[config.mk]
export PLATFORM = sky130hd
export DESIGN_NAME = scan_sequencer
export DESIGN_NICKNAME = d
export VERILOG_FILES = /design/src/rtl/scan_pkg.sv /design/src/rtl/scan_prescaler.sv /design/src/rtl/scan_sequencer.sv
export SDC_FILE = /design/constraint.sdc
export NUM_CORES = 1
export LEC_CHECK = 0
export ABC_AREA = 1
export CAP_MARGIN = 40
export CORE_MARGIN = 2
export CORE_UTILIZATION = 50
export CTS_BUF_LIST = sky130_fd_sc_hd__clkbuf_16
export DETAILED_ROUTE_END_ITERATION = 16
export GPL_ROUTABILITY_DRIVEN = 0
export PLACE_DENSITY = 0.74
export SYNTH_ARGS = -nofsm -noshare
export SYNTH_HDL_FRONTEND = slang
export SYNTH_SLANG_ARGS = --single-unit
[constraint.sdc]
create_clock -name clk -period 1.95 [get_ports clk]
set_input_delay 0.39 -clock clk [delete_from_list [all_inputs] [get_ports clk]]
set_output_delay 0.39 -clock clk [all_outputs]
set_load 0.01 [all_outputs]
[src/rtl/scan_pkg.sv]
// Shared definitions for the scan sequencer: state encodings, default
// geometry and the scan mode constants.
package scan_pkg;

  typedef enum logic [1:0] {
    ST_IDLE  = 2'd0,
    ST_DRIVE = 2'd1,
    ST_BLANK = 2'd2
  } scan_state_e;

  localparam int DIV_DEFAULT  = 4;
  localparam int LAST_DEFAULT = 7;

  localparam logic MODE_CONT   = 1'b0;
  localparam logic MODE_SINGLE = 1'b1;

endpackage

[src/rtl/scan_prescaler.sv]
// Dwell counter for one select slot: counts while enabled, wraps at DIV-1
// and flags that last cycle with tc; clear has priority over counting.
module scan_prescaler #(
  parameter int DIV = 4
) (
  input  logic clk,
  input  logic rst_,
  input  logic clear,
  input  logic en,
  output logic tc
);

  localparam logic [7:0] TC_VAL = 8'(DIV - 1);

  logic [7:0] cnt;

  // NOTE: sequential state uses non-blocking assignments so every register
  // samples pre-edge values, and the async reset sits in the sensitivity list.
  always_ff @(posedge clk or negedge rst_) begin
    if (!rst_) begin
      cnt <= '0;
    end else if (clear) begin
      cnt <= '0;
    end else if (en) begin
      cnt <= (cnt == TC_VAL) ? '0 : cnt + 8'd1;
    end
  end

  assign tc = en && (cnt == TC_VAL);

endmodule

[src/rtl/scan_sequencer.sv]
// Scans a 3-to-8 active-low decoder through slots 0..LAST, DIV cycles each.
// Define SCAN_BLANK_EN to insert one blanking cycle after every slot.
module scan_sequencer
  import scan_pkg::*;
#(
  parameter int DIV  = DIV_DEFAULT,
  parameter int LAST = LAST_DEFAULT
) (
  input  logic       clk,
  input  logic       rst_,
  input  logic       start,
  input  logic       stop,
  input  logic       mode,
  input  logic [7:0] mask,
  output logic [2:0] sel,
  output logic       enb_,
  output logic       busy,
  output logic       done
);

  localparam logic [2:0] LAST_SEL = 3'(LAST);

  scan_state_e state;
  logic        mode_q;
  logic        tc;
  logic        end_of_slot;
  logic        last_slot;
  logic [2:0]  next_sel;

  scan_prescaler #(.DIV(DIV)) u_prescaler (
    .clk   (clk),
    .rst_  (rst_),
    .clear (state != ST_DRIVE),
    .en    (state == ST_DRIVE),
    .tc    (tc)
  );

`ifdef SCAN_BLANK_EN
  assign end_of_slot = (state == ST_BLANK);
`else
  assign end_of_slot = (state == ST_DRIVE) && tc;
`endif

  assign last_slot = (sel == LAST_SEL);
  assign next_sel  = last_slot ? 3'd0 : sel + 3'd1;

  // enb_ is computed from the select value the next cycle will present, so
  // the decoder never sees a stale enable while sel moves.
  always_ff @(posedge clk or negedge rst_) begin
    if (!rst_) begin
      state  <= ST_IDLE;
      sel    <= 3'd0;
      enb_   <= 1'b1;
      busy   <= 1'b0;
      done   <= 1'b0;
      mode_q <= MODE_CONT;
    end else begin
      done <= 1'b0;
      if (state != ST_IDLE && stop) begin
        state <= ST_IDLE;
        sel   <= 3'd0;
        enb_  <= 1'b1;
        busy  <= 1'b0;
      end else if (end_of_slot) begin
        if (!last_slot || mode_q == MODE_CONT) begin
          state <= ST_DRIVE;
          sel   <= next_sel;
          enb_  <= ~mask[next_sel];
        end else begin
          state <= ST_IDLE;
          sel   <= 3'd0;
          enb_  <= 1'b1;
          busy  <= 1'b0;
          done  <= 1'b1;
        end
      end else begin
        case (state)
          ST_IDLE: begin
            if (start && !stop) begin
              state  <= ST_DRIVE;
              sel    <= 3'd0;
              enb_   <= ~mask[0];
              busy   <= 1'b1;
              mode_q <= mode;
            end
          end
          ST_DRIVE: begin
`ifdef SCAN_BLANK_EN
            if (tc) begin
              state <= ST_BLANK;
              enb_  <= 1'b1;
            end else begin
              enb_ <= ~mask[sel];
            end
`else
            enb_ <= ~mask[sel];
`endif
          end
          default: begin
            state <= ST_IDLE;
            sel   <= 3'd0;
            enb_  <= 1'b1;
            busy  <= 1'b0;
          end
        endcase
      end
    end
  end

endmodule

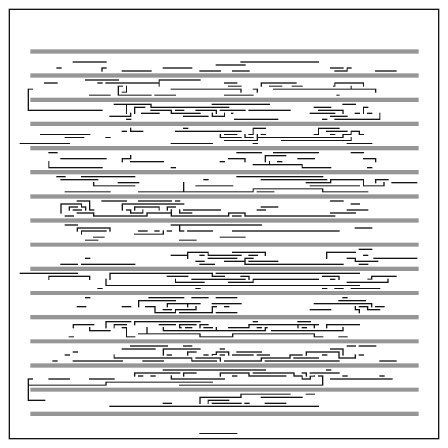
**Above:** the metal 1 layer.
Supply wires on this layer in gray.
- share of all routed wire: 50%
- nets with wire on the layer: 146
- longest straight run: 28.5 um

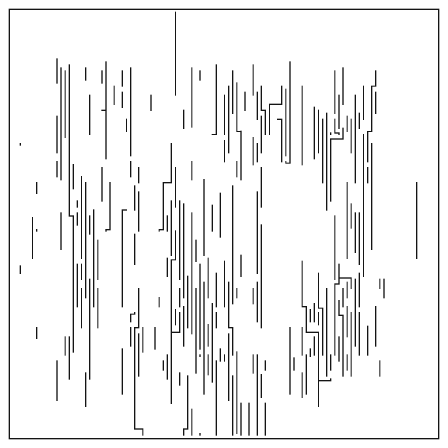
**Above:** M2 wires.
- wire length on this layer: 990 um
- longest straight run: 17.0 um
- nets with wire on the layer: 139
- main direction: vertical
- share of all routed wire: 46%
met2 usage in global routing: 36.05%
Vias: 892
final wirelength: 2162 um

==> results.py <==
# Synthesis and PnR figures
metrics = {
    "status": {
        "status": "finished clean",
    },
    "routing": {
        "post_drt_wl_per_cell_um": 12.35,
        "ant_nets": 0,
        "route.detailed.drc": 0,
        "dr.pass1.iters": 4,
        "drt_iter0_markers": 5,
        "viasPerCell": 5.097,
    },
    "worst_setup_path": {
        "cp_num_cells": 1,
        "rr_startpoint": "sel[0]",
        "r2r_end": "enb_",
        "reg2reg_slack_ps": 280,
        "crit_path_start": "sel[0]",
        "crit_family": "buffers and inverters",
        "slowest_stage": "clkdlybuf4s50_1",
        "crit_type": "reg2out",
        "crit_fanout": 9,
        "required_ps": 1560,
        "r2r_cells": 11,
        "crit_chain": "clkdlybuf4s50_1",
        "crit_path_end_kind": "output pin",
        "critPathCapture": "sel[0]",
        "critPathLaunchType": "flip-flop",
        "arrival_ps": 1360,
        "cpPeakStageDelay_ps": 610,
        "crit_buf_inv": 1,
    },
    "sta": {
        "maxSlewHeadroom_pct": 80.08,
        "final-setup-viol-count": 0,
        "tightest_slew_ps": 298.8,
        "tns_ps": 0,
        "slew_violations": 0,
        "period_needed_ps": 1752,
        "setup_slack_ps": 198.0,
        "grt_setup_unrepaired": "false",
        "timing.final.crit_share_pct": 89.85,
        "hold-worst-slack_ps": 468.7,
        "timing.fmax_ghz": 0.5708,
        "hold_viol_final": 0,
    },
    "placement": {
        "port_buffers": 18,
        "dpl_worst_slack_ps": 302.5,
        "placed_cell_area_um2": 1195,
        "dp_hpwl_um": 1751,
    },
    "logic_synthesis": {
        "edf_count": 0,
        "ys_cells": 127,
        "yosys.area.top_type": "dfrtp_1",
        "yosys_warnings": 0,
        "yosys-stat-area_um2": 975.9,
        "ys_types": 24,
        "synth_flops": 16,
        "avgSynthCellArea_um2": 7.685,
        "async_flop_share_pct": 100.0,
        "ys_seq_share_pct": 41.15,
        "fp_nets": 143,
        "synthFlopType": "dfrtp_1",
        "yosys-top-cells-count": "35 x nand2_1, 16 x nor2_1, 15 x dfrtp_1, 12 x inv_1, 12 x nand3_1",
        "syn_area_um2": 975.9,
        "synthTopCellsByArea": "dfrtp_1 38%, nand2_1 13%, nand3_1 6.2%",
        "top_cell": "nand2_1",
        "top_area_share_pct": 38.46,
        "synthCells": 127,
    },
    "clock_tree": {
        "cts_hold_buf": 0,
        "post_cts_buffers": 0,
        "tritoncts": "built",
        "cts_resized": 0,
        "clkTransAtPathRegs_ps": 50,
        "cts_inserted_buffers": 3,
        "cts_buffer_depth": 2,
        "cts_htree_levels": 1,
        "cts_root_buf": "clkbuf_16",
    },
    "global_route": {
        "grt_pass1_vias": 839,
        "gr-total-overflow": 0,
        "track_usage_pct": 22.38,
        "grt_max_degree": 17,
        "antenna_found_initial": 0,
        "grt_pass1_wl_um": 3574,
    },
    "floorplan": {
        "dieWidth_um": 48.18,
        "dieArea_um2": 2321,
        "fp-row-count": 15,
        "initCoreUtil_pct": 54.74,
        "ios": 19,
        "die_y_um": 48.18,
        "coreArea_um2": 1783,
    },
    "pwr": {
        "leakagePower_nw": 0.5916,
        "ir_drop_v": 0.0005505,
        "power_density_nw_per_um2": 943.3,
        "power.total_mw": 1.201,
    },
    "layout": {
        "num_antenna_cells": 0,
        "fin_area_um2": 1274,
        "fin_nets": 167,
        "area_growth_pct": 30.51,
        "drive_gt1_share_pct": 14.67,
    },
    "job": {
        "warnings": 26,
        "cap_violations": 0,
    },
    "hold_path": {
        "min_path_type": "in2async",
    },
}
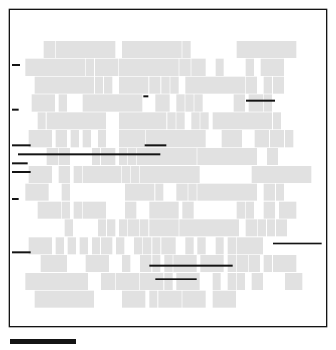
**Above:** M3 wires.
Bar = 10 um.
- wire length on this layer: 66.2 um
- nets with wire on the layer: 12
- share of all routed wire: 3.1%
- longest straight run: 21.4 um
met3 Track Usage GR: 3.333%

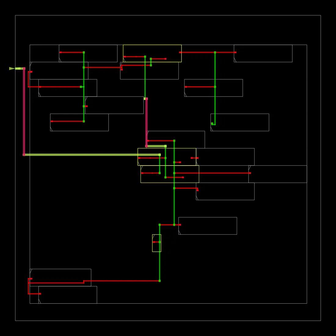
**Above:** clock routing.
Late-Pin Clk Latency: 240 ps
registers: 16
clk_skew: 1.992 ps
Clock Sinks: 16

## cell usage in the layout, fill, tap and decap left out
master	netlist	layout
nor2_4	1	1
o21ai_0	1	1
inv_2	3	3
nand2_4	1	1
buf_4	0	1
a21oi_1	6	6
dfstp_2	1	1
xnor2_1	1	1
o21ai_1	4	4
nand3_2	2	2
nor2_1	16	16
nand4_1	1	1
dfrtp_1	15	15
ha_1	3	3
nor3_1	1	1
nand2_1	35	35
mux2_1	1	1
clkbuf_16	0	3
clkdlybuf4s50_1	0	18
nand3b_1	1	1
nand2_2	4	4
clkinv_1	0	1
o31ai_2	1	1
nor2_8	1	1
nand3_1	12	12
nor3_4	1	1
nor2_2	3	3
inv_1	12	12
## cell type report
cell class                      count  area (um2)
Multi-Input combinational cell     96       518.0
Timing Repair Buffer               19       187.7
Fill cell                         153       509.2
Clock buffer                        3       75.07
Sequential cell                    16       401.6
Inverter                           15       56.30
Clock inverter                      1       3.754
Tap cell                           25       31.28
## kinds of logic after synthesis
kind of cell	count (synthesis)	synth area share [%]
and+or+nand+nor	79	40.26
DFF	16	41.15
buffers and inverters	15	5.769
AOI/OAI and AO/OA	12	6.923
adders and majority gates	3	3.847
xor gates and xnor gates	1	0.8976
muxes	1	1.154
## where the power goes
group	leakage [nW]	internal, mW	switching (mW)
sequential	0.212	0.393	0.0449
combinational	0.341	0.159	0.209
clock	0.0385	0.272	0.123
## registers in the layout, summed over array words and instances, names as in the netlist
register,count
state,1
busy,1
done,1
mode_q,1
sel,3
u_prescaler.cnt,8
enb_,1
## worst min path at each step
| stage | endpoint | slack (ps) |
|---|---|---|
| finish | mode_q | 470 |
| CTS | u_prescaler.cnt[0] | 460 |
| global route | u_prescaler.cnt[0] | 490 |
| floorplan | busy | 90 |
| global placement | u_prescaler.cnt[0] | 450 |
| detailed placement | u_prescaler.cnt[0] | 460 |
## metrics by stage
step | util (%) | cells
final | 71.44 | 175
after global routing | 71.44 | 175
after CTS | 71.44 | 175
after detailed placement | 67.02 | 171
after global placement | 67.02 | 171
after floorplan | - | 127
## worst reg2reg max path, stage by stage, from the launching register on
cell and delay (ps):
dfrtp_1 480, ha_1 250, ha_1 220, inv_1 110, nand2_4 80, nand2_1 70, nand3_1 60, nand3_1 80
nand2_1 50, nor2_1 80, nor2_1 40, nor2_1 80
## routing by layer
metal / share of wire (%) / GRT usage (%)
met1: 50 / 31.16
met3: 3.1 / 3.333
met4: 0.97 / 6.486
met5: 0 / 0
met2: 46 / 36.05
Power and IR drop assume default switching activity.
